run_1/metal_stack.png
Two of the layers only.
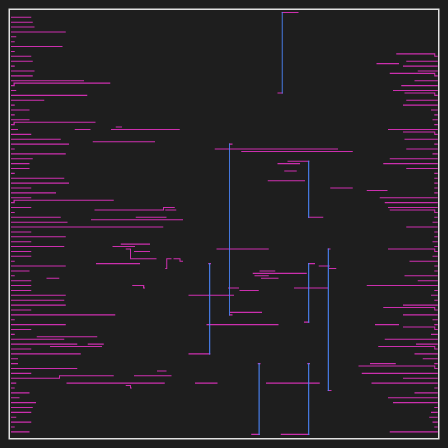
run_1/final_clocks.png
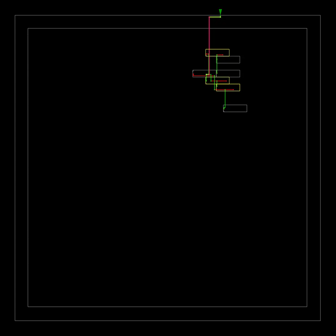
run_1/drive_strength.png
The bar under the picture is 20 um long.
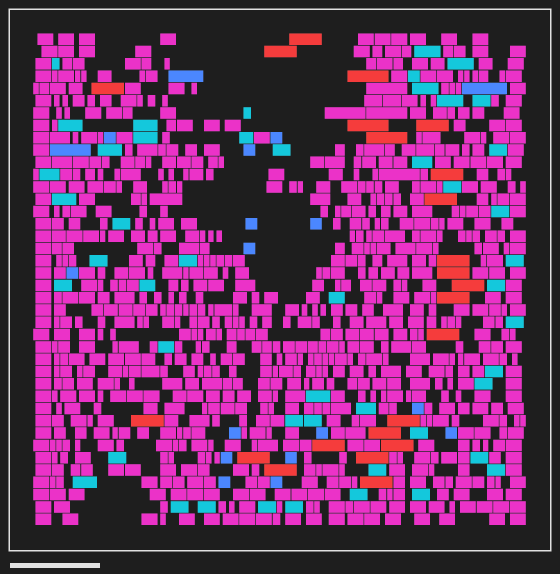
--- config.mk ---
export PLATFORM = sky130hd
export DESIGN_NAME = execute_stage
export DESIGN_NICKNAME = d
export VERILOG_FILES = /design/src/rtl/pipeline_pkg.sv /design/src/rtl/cond_unit.sv /design/src/rtl/execute_stage.sv
export SDC_FILE = /design/constraint.sdc
export NUM_CORES = 1
export LEC_CHECK = 0
export CAP_MARGIN = 5
export CORE_MARGIN = 5
export CORE_UTILIZATION = 42
export CTS_CLUSTER_SIZE = 20
export DETAILED_ROUTE_END_ITERATION = 16
export HOLD_SLACK_MARGIN = 0.06
export PLACE_DENSITY = 0.84
export SLEW_MARGIN = 10
export SYNTH_ARGS = -nofsm -noshare
export SYNTH_HDL_FRONTEND = slang
export SYNTH_HIERARCHICAL = 1
export SYNTH_SLANG_ARGS = --single-unit
--- constraint.sdc ---
create_clock -name clk -period 8.61 [get_ports clk]
set_input_delay 1.722 -clock clk [delete_from_list [all_inputs] [get_ports clk]]
set_output_delay 1.722 -clock clk [all_outputs]
set_load 0.05 [all_outputs]
--- src/rtl/pipeline_pkg.sv ---
// Shared types and constants for the pipelined ARM-subset core.
package pipeline_pkg;

  typedef enum logic [1:0] {
    ALU_ADD = 2'b00,
    ALU_SUB = 2'b01,
    ALU_AND = 2'b10,
    ALU_ORR = 2'b11
  } alu_op_t;

  typedef enum logic [1:0] {
    FWD_REG = 2'b00,
    FWD_WB  = 2'b01,
    FWD_MEM = 2'b10
  } fwd_sel_t;

  typedef enum logic [3:0] {
    COND_EQ, COND_NE, COND_CS, COND_CC, COND_MI, COND_PL, COND_VS, COND_VC,
    COND_HI, COND_LS, COND_GE, COND_LT, COND_GT, COND_LE, COND_AL, COND_ALT
  } cond_t;

  localparam int FLAG_N = 3;
  localparam int FLAG_Z = 2;
  localparam int FLAG_C = 1;
  localparam int FLAG_V = 0;

  typedef enum logic [1:0] {
    MUL_IDLE = 2'b00,
    MUL_BUSY = 2'b01,
    MUL_DONE = 2'b10
  } mul_state_t;

endpackage

--- src/rtl/cond_unit.sv ---
// NZCV flags register, condition-code decode and predicated flag-write gating.
module cond_unit
  import pipeline_pkg::*;
(
  input  logic       clk,
  input  logic       reset,
  input  logic [3:0] i_cond,
  input  logic [1:0] i_flag_write,
  input  logic [3:0] i_nzcv,
  input  logic       i_hold,
  output logic       o_cond_ex,
  output logic [3:0] o_flags
);

  logic [3:0] r_flags;
  logic       w_n, w_z, w_c, w_v;

  assign w_n = r_flags[FLAG_N];
  assign w_z = r_flags[FLAG_Z];
  assign w_c = r_flags[FLAG_C];
  assign w_v = r_flags[FLAG_V];

  always_comb begin
    o_cond_ex = 1'b1;
    case (i_cond)
      COND_EQ: o_cond_ex = w_z;
      COND_NE: o_cond_ex = ~w_z;
      COND_CS: o_cond_ex = w_c;
      COND_CC: o_cond_ex = ~w_c;
      COND_MI: o_cond_ex = w_n;
      COND_PL: o_cond_ex = ~w_n;
      COND_VS: o_cond_ex = w_v;
      COND_VC: o_cond_ex = ~w_v;
      COND_HI: o_cond_ex = w_c & ~w_z;
      COND_LS: o_cond_ex = ~w_c | w_z;
      COND_GE: o_cond_ex = (w_n == w_v);
      COND_LT: o_cond_ex = (w_n != w_v);
      COND_GT: o_cond_ex = ~w_z & (w_n == w_v);
      COND_LE: o_cond_ex = w_z | (w_n != w_v);
      default: o_cond_ex = 1'b1;
    endcase
  end

  // Flags written by this instruction are only seen by the next one.
  always_ff @(posedge clk or negedge reset) begin
    if (!reset) begin
      r_flags <= '0;
    end else if (o_cond_ex && !i_hold) begin
      if (i_flag_write[1]) begin
        r_flags[FLAG_N] <= i_nzcv[FLAG_N];
        r_flags[FLAG_Z] <= i_nzcv[FLAG_Z];
      end
      if (i_flag_write[0]) begin
        r_flags[FLAG_C] <= i_nzcv[FLAG_C];
        r_flags[FLAG_V] <= i_nzcv[FLAG_V];
      end
    end
  end

  assign o_flags = r_flags;

endmodule

--- src/rtl/execute_stage.sv ---
// Execute stage: forwarding, ALU, condition evaluation and predication.
// Optional iterative multiplier built when MUL_EN is defined.
module execute_stage
  import pipeline_pkg::*;
#(
  parameter int WIDTH = 32
) (
  input  logic             clk,
  input  logic             reset,
  input  logic [WIDTH-1:0] rd1_e,
  input  logic [WIDTH-1:0] rd2_e,
  input  logic [WIDTH-1:0] ext_imm_e,
  input  logic [WIDTH-1:0] result_w,
  input  logic [WIDTH-1:0] alu_out_m,
  input  logic [1:0]       forward_a_e,
  input  logic [1:0]       forward_b_e,
  input  logic             alu_src_e,
  input  logic [1:0]       alu_control_e,
  input  logic [1:0]       flag_write_e,
  input  logic [3:0]       cond_e,
  input  logic             pcsrc_e,
  input  logic             reg_write_e,
  input  logic             mem_write_e,
  input  logic             branch_e,
  input  logic             mul_e,
  output logic [WIDTH-1:0] alu_result_e,
  output logic [WIDTH-1:0] write_data_e,
  output logic             pcsrc_o,
  output logic             reg_write_o,
  output logic             mem_write_o,
  output logic             branch_taken_o,
  output logic [3:0]       flags_o,
  output logic             stall_o
);

  logic [WIDTH-1:0] w_src_a, w_fwd_b, w_src_b, w_bb, w_alu, w_res;
  logic [WIDTH:0]   w_sum;
  logic             w_sub, w_arith, w_cond_ex, w_mul_done, w_mul_pending;
  logic [1:0]       w_fw;
  logic [3:0]       w_nzcv;

  always_comb begin
    case (forward_a_e)
      FWD_WB:  w_src_a = result_w;
      FWD_MEM: w_src_a = alu_out_m;
      default: w_src_a = rd1_e;
    endcase
    case (forward_b_e)
      FWD_WB:  w_fwd_b = result_w;
      FWD_MEM: w_fwd_b = alu_out_m;
      default: w_fwd_b = rd2_e;
    endcase
  end

  assign w_src_b      = alu_src_e ? ext_imm_e : w_fwd_b;
  assign write_data_e = w_fwd_b;

  // SUB runs through the adder as a + ~b + 1 so C is the no-borrow flag.
  assign w_sub   = (alu_control_e == ALU_SUB);
  assign w_arith = ~alu_control_e[1];
  assign w_bb    = w_sub ? ~w_src_b : w_src_b;
  assign w_sum   = {1'b0, w_src_a} + {1'b0, w_bb} + (WIDTH+1)'(w_sub);

  always_comb begin
    case (alu_control_e)
      ALU_ADD, ALU_SUB: w_alu = w_sum[WIDTH-1:0];
      ALU_AND:          w_alu = w_src_a & w_src_b;
      default:          w_alu = w_src_a | w_src_b;
    endcase
  end

  assign w_nzcv[FLAG_N] = w_res[WIDTH-1];
  assign w_nzcv[FLAG_Z] = (w_res == '0);
  assign w_nzcv[FLAG_C] = w_sum[WIDTH];
  assign w_nzcv[FLAG_V] = (w_src_a[WIDTH-1] == w_bb[WIDTH-1]) &
                          (w_sum[WIDTH-1] != w_src_a[WIDTH-1]);

  // Logic ops and multiply results never touch C/V.
  assign w_fw = {flag_write_e[1], flag_write_e[0] & w_arith & ~w_mul_done};

  cond_unit u_cond (
    .clk          (clk),
    .reset        (reset),
    .i_cond       (cond_e),
    .i_flag_write (w_fw),
    .i_nzcv       (w_nzcv),
    .i_hold       (stall_o),
    .o_cond_ex    (w_cond_ex),
    .o_flags      (flags_o)
  );

`ifdef MUL_EN
  localparam int CW = $clog2(WIDTH);

  mul_state_t       r_state, w_next;
  logic [WIDTH-1:0] r_mcand, r_mplier, r_prod;
  logic [CW-1:0]    r_cnt;
  logic             w_issue;

  assign w_issue = (r_state == MUL_IDLE) & mul_e & w_cond_ex;

  always_comb begin
    w_next = r_state;
    case (r_state)
      MUL_IDLE: if (w_issue) w_next = MUL_BUSY;
      MUL_BUSY: if (r_cnt == CW'(WIDTH-1)) w_next = MUL_DONE;
      default:  w_next = MUL_IDLE;
    endcase
  end

  always_ff @(posedge clk or negedge reset) begin
    if (!reset) begin
      r_state  <= MUL_IDLE;
      r_mcand  <= '0;
      r_mplier <= '0;
      r_prod   <= '0;
      r_cnt    <= '0;
    end else begin
      r_state <= w_next;
      if (w_issue) begin
        r_mcand  <= w_src_a;
        r_mplier <= w_src_b;
        r_prod   <= '0;
        r_cnt    <= '0;
      end else if (r_state == MUL_BUSY) begin
        if (r_mplier[0]) r_prod <= r_prod + r_mcand;
        r_mcand  <= r_mcand << 1;
        r_mplier <= r_mplier >> 1;
        r_cnt    <= r_cnt + CW'(1);
      end
    end
  end

  assign w_mul_done    = (r_state == MUL_DONE);
  assign w_mul_pending = (r_state == MUL_BUSY) | w_issue;
  // Gated by reset so the stall drops the instant reset asserts.
  assign stall_o       = reset & w_mul_pending;
  assign w_res         = w_mul_done ? r_prod : w_alu;
`else
  logic w_unused_mul;

  assign w_unused_mul  = mul_e;
  assign w_mul_done    = 1'b0;
  assign w_mul_pending = 1'b0;
  assign stall_o       = 1'b0;
  assign w_res         = w_alu;
`endif

  assign alu_result_e   = w_res;
  assign pcsrc_o        = pcsrc_e & w_cond_ex;
  assign reg_write_o    = reg_write_e & w_cond_ex & ~w_mul_pending;
  assign mem_write_o    = mem_write_e & w_cond_ex;
  assign branch_taken_o = branch_e & w_cond_ex;

endmodule

==> impl_metrics.json, run 1 <==
{
  "status": "completed",
  "drc_errors": 0,
  "top_cells_by_count": "112 x nand2_1, 88 x o21ai_0, 58 x a22oi_1",
  "synthAoiAreaFrac_pct": 38.7,
  "ys_cells": 734,
  "synth_top_area_share_pct": 8.77,
  "grt_pass1_vias": 6192,
  "grt.overflow.total": 0,
  "switching_share_pct": 55.3,
  "ys_sh_mux_pct": 7.70,
  "warnings": 29,
  "rr_worst_depth": 5,
  "grt_max_degree": 52,
  "nFillCells": 1034,
  "cp.arrival_ps": 6340,
  "pg_comb_mw": 1.17,
  "ant_nets": 0,
  "pwr-share-seq_pct": 2.9,
  "top_logic_kind": "AND-OR/OR-AND gates",
  "holdCritPathClass": "reg -> reg",
  "seq_power_mw": 0.0377,
  "ys.warnings.count": 6,
  "grt_pass1_wl_um": 30500,
  "combGateArea_um2": 4570,
  "rsz0062_at_grt": "false",
  "cp_max_fo": 27,
  "area_growth_syn_to_layout_pct": 54.9,
  "vdd_ir_drop_max_mv": 0.0922,
  "crit_path_end_kind": "output pin",
  "yosysChipArea_um2": 5020,
  "grtUsageTotal_pct": 25.3,
  "final_cell_mix": "223 x clkdlybuf4s50_1, 112 x nand2_1, 81 x o21ai_0",
  "postSynthAreaPerCell_um2": 6.84,
  "intPower_mw": 0.573,
  "grtUsageMet2_pct": 46.6,
  "slowest_stage": "o31ai_1",
  "xor_area_share_pct": 10.6,
  "postPlaceCellArea_um2": 7690,
  "fp.dieH_um": 119,
  "dp.cells": 1086,
  "topCellsByArea": "o21ai_0 8.8%, ha_1 8.7%, xnor2_1 8.7%",
  "htreeDepth": 1,
  "fin_cells": 1089,
  "cap_violations": 0,
  "synth_cells": 734,
  "power_mw": 1.28,
  "synth_flops": 4,
  "criticalPathCategory": "in -> out",
  "core.rowCount": 40,
  "power_leader": "combinational cells",
  "worst_path_most_repeated_cell": "o21ai_0",
  "edf_count": 0,
  "top_cell": "nand2_1",
  "hold_ws_ps": 592,
  "synth_seq_share_pct": 1.99,
  "fmaxAchievable_mhz": 124,
  "tns_ps": 0,
  "largest_reg_flops": 4,
  "place_hpwl_um": 15900,
  "cp.required_ps": 6890,
  "fp_util_pct": 42.3,
  "max_slew.worst_pin.slew_ps": 800,
  "path_buffers": 3,
  "timing.final.max_slew_violations": 0,
  "max_slew_margin_pct": 46.2,
  "ys_async_sr_fraction_pct": 100,
  "lay_top_count": "clkdlybuf4s50_1",
  "dpl_worst_slack_ps": 360,
  "vias": 6310
}
-- metal_stack.png (at the start) --
| layer | colour | wire length |
|---|---|---|
| met4 | blue | 206 um |
| met3 | magenta | 1,800 um |

-- final_clocks.png (at the start) --
Num CTS Buffers: 3
clk_lat worst skew: 220 ps
CTS sink count: 4
# clk buffers: 3
Worst Clk Skew: 4.33 ps

-- drive_strength.png (at the start) --
| size | colour | cells | share | most used |
|---|---|---|---|---|
| drive 3 to 4 | blue | 18 | 1.9% | buf_4 |
| drive 1 or less | magenta | 853 | 91% | clkdlybuf4s50_1 |
| drive 6 and up | red | 23 | 2.4% | buf_12 |
| drive 2 | cyan | 48 | 5.1% | mux2_2 |

[run 1: timing repair]
action / CTS / global route
gates resized: 0 / 1
endpoints found under the setup margin: 0 / 3
setup buffers: 0 / 0
[run 1: area by class of cell]
class / instances / area share, %
sequential: 4 / 1.29
timing repair buffer: 260 / 35.4
tap: 147 / 2.36
multi-input combinational: 650 / 58.8
inverter: 25 / 1.21
clock buffer: 3 / 0.965
[run 1: layer usage]
layer	vias up	wire length, um
met1	2875	8070
li1	3130	-
met4	0	206
met5	-	0
met3	16	1800
met2	289	9180
[run 1: cells by family after synthesis]
group	count (synthesis)
buffers and inverters	81
flip-flops	4
XOR/XNOR	61
AND-OR/OR-AND	283
AND/OR/NAND/NOR	206
other	1
multiplexers	35
adder cells (fa/ha/maj)	63
run_1/met4.png
The bar under the picture is 20 um long.
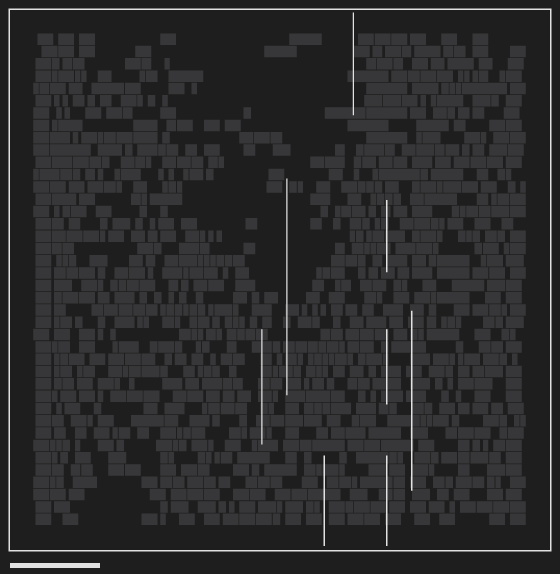

==> inputs of run 2 (changes only) <==
Settings changed: CORE_UTILIZATION 42 to 50, DONT_BUFFER_PORTS from default to 1, MAX_ROUTING_LAYER from default to met4, PLACE_DENSITY 0.84 to default.
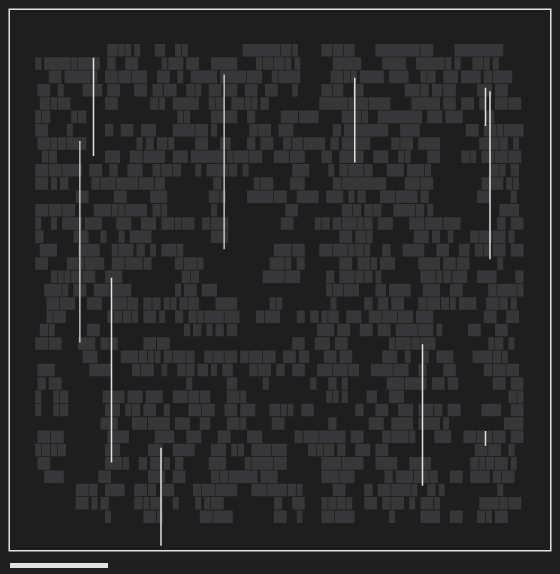
run_2/met4.png
The bar under the picture is 20 um long.
main direction: vertical
nets with wire on the layer: 9
share of all routed wire: 1.4%
wire length on this layer: 243 um
longest straight run: 40.8 um

==> run 2 against run 1 <==
Effect of this change: largest cell class unchanged; combinational power down 21%; clock-buffer cell count stayed put; sequential cell count is the same; register-to-register slack got worse by 200 ps; sequential power rose by 66%.
==> impl_metrics.json, run 2 <==
{
  "post_cts_resized": 0,
  "n_all_buffers": 54,
  "crit_path_end_kind": "output pin",
  "hold_ws_ps": 969,
  "clkLatencyLatePin_ps": 220,
  "holdCritPathClass": "reg -> reg",
  "grt.overflow.total": 0,
  "dp.cells": 866,
  "fmaxAchievable_mhz": 129,
  "grtUsageTotal_pct": 28.1,
  "fp.dieH_um": 110,
  "clock_skew_ps": 2.50,
  "area_dominant_class": "logic gates",
  "nFillCells": 1001,
  "nClkBuffers": 3,
  "htreeDepth": 1,
  "max_slew.worst_pin.slew_ps": 1050,
  "grt_max_degree": 53,
  "rr_worst_depth": 5,
  "numCtsBuffers": 3,
  "clkCellAreaFrac_pct": 0.767,
  "ys.warnings.count": 6,
  "final_cell_mix": "112 x nand2_1, 58 x a22oi_1, 54 x o21ai_0, 54 x buf_4, 50 x xnor2_1",
  "num-nonclk-inverters": 25,
  "grt_pass1_wl_um": 26800,
  "clock-sinks": 4,
  "largest_reg_flops": 4,
  "rsz0062_at_grt": "false",
  "core.rowCount": 36,
  "cp.required_ps": 6890,
  "nonClkBufAreaFrac_pct": 7.53,
  "combGateArea_um2": 4570,
  "taps": 133,
  "slowest_stage": "ha_2",
  "vias": 5576,
  "cap_violations": 0,
  "synth_flops": 4,
  "synthAoiAreaFrac_pct": 38.7,
  "dpl_worst_slack_ps": 938,
  "status": "completed",
  "worst_path_most_repeated_cell": "o21ai_1",
  "synth_cells": 734,
  "fp_util_pct": 51.4,
  "vdd_ir_drop_max_mv": 0.0921,
  "ys_cells": 734,
  "flops": 4,
  "ys_sh_mux_pct": 7.70,
  "pg_comb_mw": 0.921,
  "synth_top_area_share_pct": 8.77,
  "yosysChipArea_um2": 5020,
  "switching_share_pct": 64.7,
  "synth_seq_share_pct": 1.99,
  "intPower_mw": 0.361,
  "postSynthAreaPerCell_um2": 6.84,
  "comb_share_pct": 85.0,
  "cp.arrival_ps": 6010,
  "area_growth_syn_to_layout_pct": 7.15,
  "top_cell": "nand2_1",
  "path_buffers": 3,
  "tns_ps": 0,
  "ys_async_sr_fraction_pct": 100,
  "max_slew_margin_pct": 30.1
}
## run 2: cell types whose count changed in the layout (fill, tap and decap cells not counted)
| cell | delta |
|---|---|
| buf_4 | +39 |
| ha_2 | +1 |
| o311ai_2 | +1 |
| a311oi_1 | -1 |
| o311ai_1 | -1 |
| ha_4 | -1 |
| clkbuf_8 | +3 |
| buf_2 | -2 |
| clkdlybuf4s50_1 | -223 |
| clkbuf_16 | -3 |
| o21ai_1 | +27 |
| a311oi_2 | +1 |
| o21ai_0 | -27 |
| buf_12 | -20 |
## run 2: metal layers
layer	vias up	GRT usage [%]	share of wire, %	routed length (um)
li1	2716	-	-	-
met1	2599	34.9	43	7690
met2	241	51.1	49	8740
met3	20	2.04	7.0	1250
met4	0	3.78	1.4	242
met5	-	-	0	0
No activity file was given, so power comes from the tool's default toggle rates.
